Fig. 1: run 1, signal wires on met1
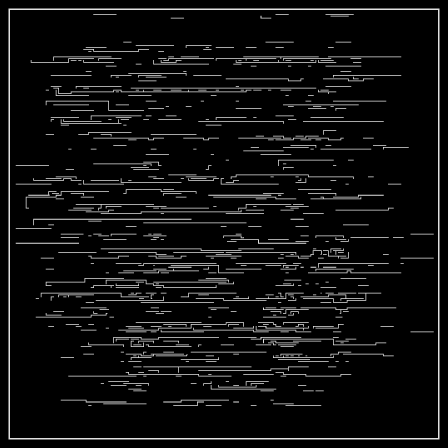
Fig. 2: run 1, the metal 2 layer
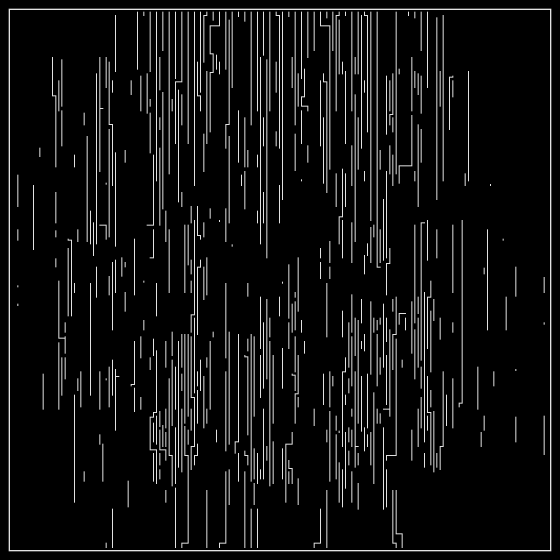
Fig. 3: run 1, met3 routing
Scale bar: 20 um.
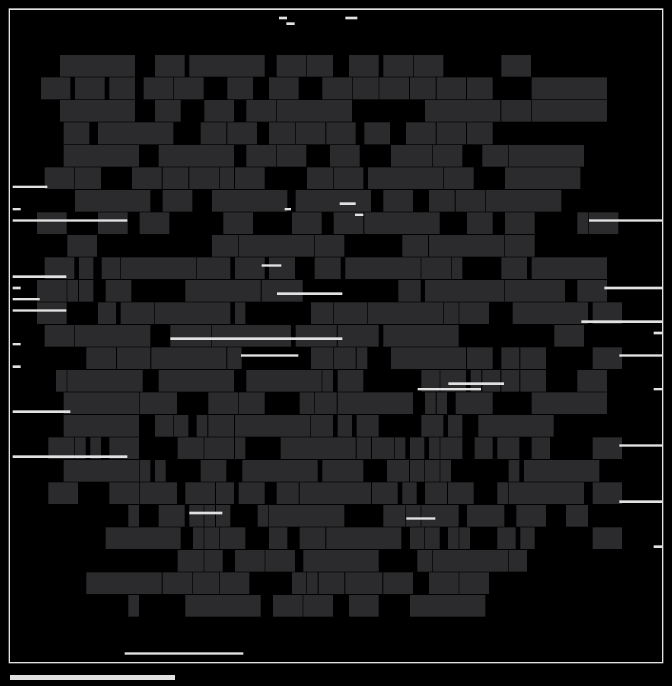
**src/rtl/vga_pkg.sv**
```systemverilog
// Shared definitions for the VGA raster engine: default 640x480@60 timing,
// the packed RGB type and the colour-bar palette used by the test pattern.
package vga_pkg;

  // Default 640x480@60 mode (25 MHz pixel clock from a 50 MHz system clock).
  localparam int H_ACTIVE_DEF = 640;
  localparam int H_FP_DEF     = 16;
  localparam int H_SYNC_DEF   = 96;
  localparam int H_BP_DEF     = 48;
  localparam int V_ACTIVE_DEF = 480;
  localparam int V_FP_DEF     = 10;
  localparam int V_SYNC_DEF   = 2;
  localparam int V_BP_DEF     = 33;
  localparam int CLK_DIV_DEF  = 2;
  localparam int LATENCY_DEF  = 2;

  typedef struct packed {
    logic [7:0] r;
    logic [7:0] g;
    logic [7:0] b;
  } rgb_t;

  // Colour bars, left to right.
  localparam rgb_t BAR_WHITE   = rgb_t'(24'hFFFFFF);
  localparam rgb_t BAR_YELLOW  = rgb_t'(24'hFFFF00);
  localparam rgb_t BAR_CYAN    = rgb_t'(24'h00FFFF);
  localparam rgb_t BAR_GREEN   = rgb_t'(24'h00FF00);
  localparam rgb_t BAR_MAGENTA = rgb_t'(24'hFF00FF);
  localparam rgb_t BAR_RED     = rgb_t'(24'hFF0000);
  localparam rgb_t BAR_BLUE    = rgb_t'(24'h0000FF);
  localparam rgb_t BAR_BLACK   = rgb_t'(24'h000000);

  function automatic rgb_t bar_color(input logic [2:0] idx);
    rgb_t c;
    case (idx)
      3'd0:    c = BAR_WHITE;
      3'd1:    c = BAR_YELLOW;
      3'd2:    c = BAR_CYAN;
      3'd3:    c = BAR_GREEN;
      3'd4:    c = BAR_MAGENTA;
      3'd5:    c = BAR_RED;
      3'd6:    c = BAR_BLUE;
      default: c = BAR_BLACK;
    endcase
    return c;
  endfunction

endpackage

```
**src/rtl/vga_delay_line.sv**
```systemverilog
// Clock-enabled shift register of DEPTH stages; q is data from DEPTH
// enabled cycles ago. Clears to zero on reset.
module vga_delay_line #(
  parameter int DEPTH = 2,
  parameter int WIDTH = 1
) (
  input  logic             clk,
  input  logic             rst,
  input  logic             ce,
  input  logic [WIDTH-1:0] data,
  output logic [WIDTH-1:0] q
);

  if (DEPTH < 1) begin : g_bad_depth
    $error("vga_delay_line: DEPTH must be at least 1");
  end

  logic [WIDTH-1:0] stage [DEPTH];

  // Shift one stage per enabled cycle.
  always_ff @(posedge clk or posedge rst) begin
    if (rst) begin
      for (int i = 0; i < DEPTH; i++) stage[i] <= '0;
    end else if (ce) begin
      stage[0] <= data;
      for (int i = 1; i < DEPTH; i++) stage[i] <= stage[i-1];
    end
  end

  assign q = stage[DEPTH-1];

endmodule

```
**src/rtl/vga_timing_gen.sv**
```systemverilog
// VGA raster engine. Divides CLOCK_50 down to a pixel tick, scans h/v
// counters over the configured mode, issues (x,y) requests LATENCY ticks
// ahead of display, and registers sync/blank/RGB onto the DAC pins so the
// returned pixel data lines up with its own sync/blank.
// Optional build macro VGA_TEST_PATTERN_EN adds an 8-bar colour pattern
// selected by test_mode; without it test_mode is ignored.
module vga_timing_gen
  import vga_pkg::*;
#(
  parameter int H_ACTIVE = H_ACTIVE_DEF,
  parameter int H_FP     = H_FP_DEF,
  parameter int H_SYNC   = H_SYNC_DEF,
  parameter int H_BP     = H_BP_DEF,
  parameter int V_ACTIVE = V_ACTIVE_DEF,
  parameter int V_FP     = V_FP_DEF,
  parameter int V_SYNC   = V_SYNC_DEF,
  parameter int V_BP     = V_BP_DEF,
  parameter bit HS_POL   = 1'b0,
  parameter bit VS_POL   = 1'b0,
  parameter int CLK_DIV  = CLK_DIV_DEF,
  parameter int LATENCY  = LATENCY_DEF
) (
  input  logic                        CLOCK_50,
  input  logic                        RESET,
  output logic                        req_valid,
  output logic [$clog2(H_ACTIVE)-1:0] req_x,
  output logic [$clog2(V_ACTIVE)-1:0] req_y,
  output logic                        pix_ce,
  output logic                        frame_start,
  input  logic [23:0]                 rgb_in,
  input  logic                        test_mode,
  output logic [7:0]                  VGA_R,
  output logic [7:0]                  VGA_G,
  output logic [7:0]                  VGA_B,
  output logic                        VGA_HS,
  output logic                        VGA_VS,
  output logic                        VGA_BLANK_N,
  output logic                        VGA_SYNC_N,
  output logic                        VGA_CLK
);

  localparam int H_TOTAL = H_ACTIVE + H_FP + H_SYNC + H_BP;
  localparam int V_TOTAL = V_ACTIVE + V_FP + V_SYNC + V_BP;
  localparam int HW = $clog2(H_TOTAL);
  localparam int VW = $clog2(V_TOTAL);
  localparam int XW = $clog2(H_ACTIVE);
  localparam int YW = $clog2(V_ACTIVE);
  localparam int DW = $clog2(CLK_DIV);

  localparam logic [HW-1:0] H_LAST   = HW'(H_TOTAL - 1);
  localparam logic [HW-1:0] H_ACT    = HW'(H_ACTIVE);
  localparam logic [HW-1:0] HS_BEGIN = HW'(H_ACTIVE + H_FP);
  localparam logic [HW-1:0] HS_END   = HW'(H_ACTIVE + H_FP + H_SYNC);
  localparam logic [VW-1:0] V_LAST   = VW'(V_TOTAL - 1);
  localparam logic [VW-1:0] V_ACT    = VW'(V_ACTIVE);
  localparam logic [VW-1:0] VS_BEGIN = VW'(V_ACTIVE + V_FP);
  localparam logic [VW-1:0] VS_END   = VW'(V_ACTIVE + V_FP + V_SYNC);
  localparam logic [DW-1:0] DIV_LAST = DW'(CLK_DIV - 1);
  localparam logic [DW-1:0] DIV_HALF = DW'(CLK_DIV / 2);

  if (CLK_DIV < 2 || (CLK_DIV % 2) != 0) begin : g_bad_clk_div
    $error("vga_timing_gen: CLK_DIV must be even and at least 2");
  end
  if (H_FP < 1 || H_SYNC < 1 || H_BP < 1 || V_FP < 1 || V_SYNC < 1 || V_BP < 1) begin : g_bad_porch
    $error("vga_timing_gen: every porch and sync width must be at least 1");
  end
  if (LATENCY < 1 || LATENCY > 8) begin : g_bad_latency
    $error("vga_timing_gen: LATENCY must be in 1..8");
  end
  if (H_ACTIVE < 2 || V_ACTIVE < 2) begin : g_bad_active
    $error("vga_timing_gen: active area must be at least 2x2");
  end

  logic [DW-1:0] div_cnt;
  logic [DW-1:0] div_nxt;
  logic [HW-1:0] h_cnt;
  logic [VW-1:0] v_cnt;
  logic          run;
  logic          active;
  logic          hs_act;
  logic          vs_act;
  logic [2:0]    ctl_d;
  logic          act_d;
  logic          hs_d;
  logic          vs_d;
  rgb_t          pix_src;

  assign pix_ce  = (div_cnt == DIV_LAST);
  assign div_nxt = pix_ce ? '0 : div_cnt + 1'b1;

  // Pixel divider; VGA_CLK is low for the first half of each pixel so the
  // DAC latches on a rising edge in the middle of stable data.
  always_ff @(posedge CLOCK_50 or posedge RESET) begin
    if (RESET) begin
      div_cnt <= '0;
      VGA_CLK <= 1'b0;
    end else begin
      div_cnt <= div_nxt;
      VGA_CLK <= (div_nxt >= DIV_HALF);
    end
  end

  // Raster counters; run masks req_valid while the counters sit in reset.
  always_ff @(posedge CLOCK_50 or posedge RESET) begin
    if (RESET) begin
      h_cnt <= '0;
      v_cnt <= '0;
      run   <= 1'b0;
    end else begin
      run <= 1'b1;
      if (pix_ce) begin
        if (h_cnt == H_LAST) begin
          h_cnt <= '0;
          v_cnt <= (v_cnt == V_LAST) ? '0 : v_cnt + 1'b1;
        end else begin
          h_cnt <= h_cnt + 1'b1;
        end
      end
    end
  end

  assign active      = (h_cnt < H_ACT) && (v_cnt < V_ACT);
  assign hs_act      = (h_cnt >= HS_BEGIN) && (h_cnt < HS_END);
  assign vs_act      = (v_cnt >= VS_BEGIN) && (v_cnt < VS_END);
  assign req_valid   = active && run;
  assign req_x       = h_cnt[XW-1:0];
  assign req_y       = v_cnt[YW-1:0];
  assign frame_start = pix_ce && (h_cnt == '0) && (v_cnt == '0);
  assign VGA_SYNC_N  = 1'b1;

  vga_delay_line #(
    .DEPTH (LATENCY),
    .WIDTH (3)
  ) u_ctl_dly (
    .clk  (CLOCK_50),
    .rst  (RESET),
    .ce   (pix_ce),
    .data ({active, hs_act, vs_act}),
    .q    (ctl_d)
  );

  assign act_d = ctl_d[2];
  assign hs_d  = ctl_d[1];
  assign vs_d  = ctl_d[0];

`ifdef VGA_TEST_PATTERN_EN
  // Bar index = x*8/H_ACTIVE, taken from x delayed to line up with rgb_in.
  localparam int BW = XW + 3;
  localparam logic [BW-1:0] H_ACT_W = BW'(H_ACTIVE);

  logic [XW-1:0] x_d;
  logic [2:0]    bar_idx;

  vga_delay_line #(
    .DEPTH (LATENCY),
    .WIDTH (XW)
  ) u_x_dly (
    .clk  (CLOCK_50),
    .rst  (RESET),
    .ce   (pix_ce),
    .data (req_x),
    .q    (x_d)
  );

  assign bar_idx = 3'({x_d, 3'b000} / H_ACT_W);

  // Pixel source: colour bars replace rgb_in while test_mode is set.
  always_comb begin
    pix_src = rgb_t'(rgb_in);
    if (test_mode) pix_src = bar_color(bar_idx);
  end
`else
  logic unused_test_mode;
  assign unused_test_mode = test_mode;
  assign pix_src = rgb_t'(rgb_in);
`endif

  // Pin register, loaded once per pixel tick.
  always_ff @(posedge CLOCK_50 or posedge RESET) begin
    if (RESET) begin
      VGA_R       <= '0;
      VGA_G       <= '0;
      VGA_B       <= '0;
      VGA_BLANK_N <= 1'b0;
      VGA_HS      <= ~HS_POL;
      VGA_VS      <= ~VS_POL;
    end else if (pix_ce) begin
      VGA_BLANK_N <= act_d;
      VGA_HS      <= ~(hs_d ^ HS_POL);
      VGA_VS      <= ~(vs_d ^ VS_POL);
      {VGA_R, VGA_G, VGA_B} <= act_d ? pix_src : '0;
    end
  end

endmodule
```
**config.mk**
```make
export PLATFORM = sky130hd
export DESIGN_NAME = vga_timing_gen
export DESIGN_NICKNAME = d
export VERILOG_FILES = /design/src/rtl/vga_pkg.sv /design/src/rtl/vga_delay_line.sv /design/src/rtl/vga_timing_gen.sv
export SDC_FILE = /design/constraint.sdc
export NUM_CORES = 1
export LEC_CHECK = 0
export CORE_MARGIN = 3
export CORE_UTILIZATION = 46
export DETAILED_ROUTE_END_ITERATION = 8
export PLACE_DENSITY = 0.82
export SYNTH_ARGS = -nofsm -noshare
export SYNTH_HDL_FRONTEND = slang
export SYNTH_SLANG_ARGS = --single-unit
```
**constraint.sdc**
```tcl
create_clock -name CLOCK_50 -period 2.6 [get_ports CLOCK_50]
set_clock_uncertainty 0.1 [all_clocks]
set_input_delay 0.39 -clock CLOCK_50 [delete_from_list [all_inputs] [get_ports CLOCK_50]]
set_output_delay 0.39 -clock CLOCK_50 [all_outputs]
set_load 0.005 [all_outputs]
```
==> metrics.yaml, run 1 <==
worst_pin_slew_ns: 0.885
met2_usage_pct: 31.9
finalWirelength_um: 5720
ys_cells: 208
holdBufCountCts: 0
layout_top_cells: "clkdlybuf4s50_1, dfrtp_1, a22o_1"
final_area_um2: 3310
dp_slack_ns: 0.0855
path_buffers: 1
io_buffers: 75
setup.worst_path.end: "frame_start"
busiest_layer: "met2"
n_all_buffers: 84
comb_share_pct: 27.2
r2r_setup_slack_ns: 0.56
dp_cells: 336
switching_share_pct: 21.7
fin_ws_ns: 0.143
cpPeakStageDelay_ns: 0.54
htree_levels: 2
taps: 67
comb_power_share_pct: 8.3
core-area_um2: 4910
vias: 1834
flop-count: 55
ys_warn_count: 0
maxSlewHeadroom_pct: 41.0
wl_per_cell_um: 16.6
intPower_uw: 1140
timing.critical_path.max_delay_family: "simple AND/OR/NAND/NOR gates"
p_switching_uw: 317
hold_path.class: "flop to flop"
path_depth: 5
grt_pass1_vias: 1882
dr.first_iter.drc_count: 105
clockRootBuffer: "clkbuf_8"
insertion_delay_ns: 0.30
fp.dieH_um: 78.8
clockPowerShare_pct: 31.0
outcome: "finished, final reports clean"
cp.required_ns: 2.11
yosys-top-cells-count: "dfrtp_1, a22o_1, nand3_1"
comb.multi_input.count: 122
max_clock_freq_mhz: 407
clock-sinks: 55
grtUsageMet1_pct: 26.7
worstPathMaxFanout: 2
Back to the opening pictures, Fig. 1:
longest straight run: 34.0 um
nets with wire on the layer: 270
share of all routed wire: 44%
main direction: horizontal

Back to the opening pictures, Fig. 2:
wire length on this layer: 2,910 um
nets with wire on the layer: 275
longest straight run: 37.2 um
main direction: vertical

Back to the opening pictures, Fig. 3:
share of all routed wire: 3.0%
main direction: horizontal

run 1: timing repair:
item | in CTS | in global routing
pin swaps | 0 | 1
gates resized | 1 | 2
endpoints found under the setup margin | 1 | 1
buffers inserted | 0 | 0
run 1: kinds of logic (layout without fill, tap and decap cells):
| group | count (synthesis) | in the layout | share of synthesized area (%) |
|---|---|---|---|
| mux | 6 | 6 | 2.67 |
| compound gates | 37 | 37 | 11.9 |
| simple gates | 60 | 60 | 15.0 |
| fa+ha+maj | 4 | 4 | 2.05 |
| buf+inv | 32 | 100 | 7.08 |
| other cells | 1 | 2 | 0.154 |
| xor+xnor | 13 | 13 | 4.67 |
| flops | 55 | 55 | 56.5 |
==> inputs of run 2 (changes only) <==
CTS_CLUSTER_SIZE = 30   (was not set)
Fig. 4: run 2, routing congestion
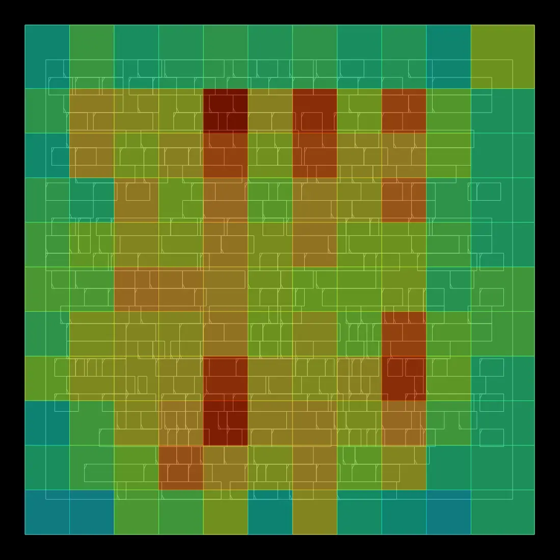
grt met1 use: 26.7%
final core utilization: 67.4%

==> run 2 against run 1 <==
  * Sequential share of layout area stayed put
  * Worst hold slack stayed put
  * First-iteration DRC count stayed put
  * Highest routed layer unchanged
  * Largest power group unchanged
  * Synthesized cell count stayed put
  * Flip-flop count stayed put
  * Fmax stayed put
  * Worst setup slack stayed put
  * Global-route usage stayed put
  * Final cell count stayed put
  * Core utilization stayed put
==> metrics.yaml, run 2 <==
clock-sinks: 55
numCtsBuffers: 5
fp.dieH_um: 78.8
final_area_um2: 3310
p_comb_uw: 121
outcome: "finished, final reports clean"
ys_cells: 208
comb_power_share_pct: 8.3
insertion_delay_ns: 0.30
n_fill_cell: 393
dp_slack_ns: 0.0855
max_clock_freq_mhz: 407
clockPowerShare_pct: 31.0
comb_share_pct: 27.2
setup_viol: 0
timing.critical_path.max_delay_family: "simple AND/OR/NAND/NOR gates"
inverters_excl_clock: 8
top_layer: "met4"
pg_seq_uw: 886
comb.multi_input.count: 122
hold_path.class: "flop to flop"
final_max_slew_viol_count: 0
p_switching_uw: 317
taps: 67
finalWirelength_um: 5720
io_buffers: 75
drive_gt1_share_pct: 10.8
ys_warn_count: 0
setup.worst_path.start_class: "flop"
fin_setup_tns_ns: 0
yosys-top-cells-count: "dfrtp_1, a22o_1, nand3_1"
tool_warnings: 29
worstPathMaxFanout: 2
switching_share_pct: 21.7
path_buffers: 1
intPower_uw: 1140
regToRegStartpoint: "req_x[0]"
dp_cells: 336
setup.worst_path.end: "frame_start"
fin_ws_ns: 0.143
worst_pin_slew_ns: 0.885
wl_per_cell_um: 16.6
n_all_buffers: 84
vias: 1834
clockRootBuffer: "clkbuf_8"
core-area_um2: 4910
met2_usage_pct: 31.9
period_used_pct: 94.5
r2r_setup_slack_ns: 0.56
viasPerCell: 5.33
hold_depth: 1
powerClk_uw: 452
cpPeakStageDelay_ns: 0.54
path_depth: 5
busiest_layer: "met2"
dr.first_iter.drc_count: 105
p_seq_share_pct: 60.7
min_period_ns: 2.46
postCtsSetupBuffers: 0
antenna_found_initial: 0
maxSlewHeadroom_pct: 41.0
ys_types: 42
htree_levels: 2
flop-count: 55
fin_hold_ws_ns: 0.317
grt_pass1_vias: 1882
clk_share_pct: 2.53
logic_area_um2: 901
cp.required_ns: 2.11
layout_top_cells: "clkdlybuf4s50_1, dfrtp_1, a22o_1"
-- run 2: cell families (layout without fill, tap and decap cells) --
| group | count (synthesis) | count (layout) | synth area share (%) |
|---|---|---|---|
| simple gates | 60 | 60 | 15.0 |
| compound gates | 37 | 37 | 11.9 |
| other cells | 1 | 2 | 0.154 |
| fa+ha+maj | 4 | 4 | 2.05 |
| buf+inv | 32 | 100 | 7.08 |
| flops | 55 | 55 | 56.5 |
| xor+xnor | 13 | 13 | 4.67 |
| mux | 6 | 6 | 2.67 |
-- run 2: repair_timing --
| item | 4_1_cts | 5_1_grt |
|---|---|---|
| hold buffers | 0 | 0 |
| endpoints found under the setup margin | 1 | 1 |
| resized | 1 | 2 |
| pin swaps | 0 | 1 |
Power and IR drop assume default switching activity.
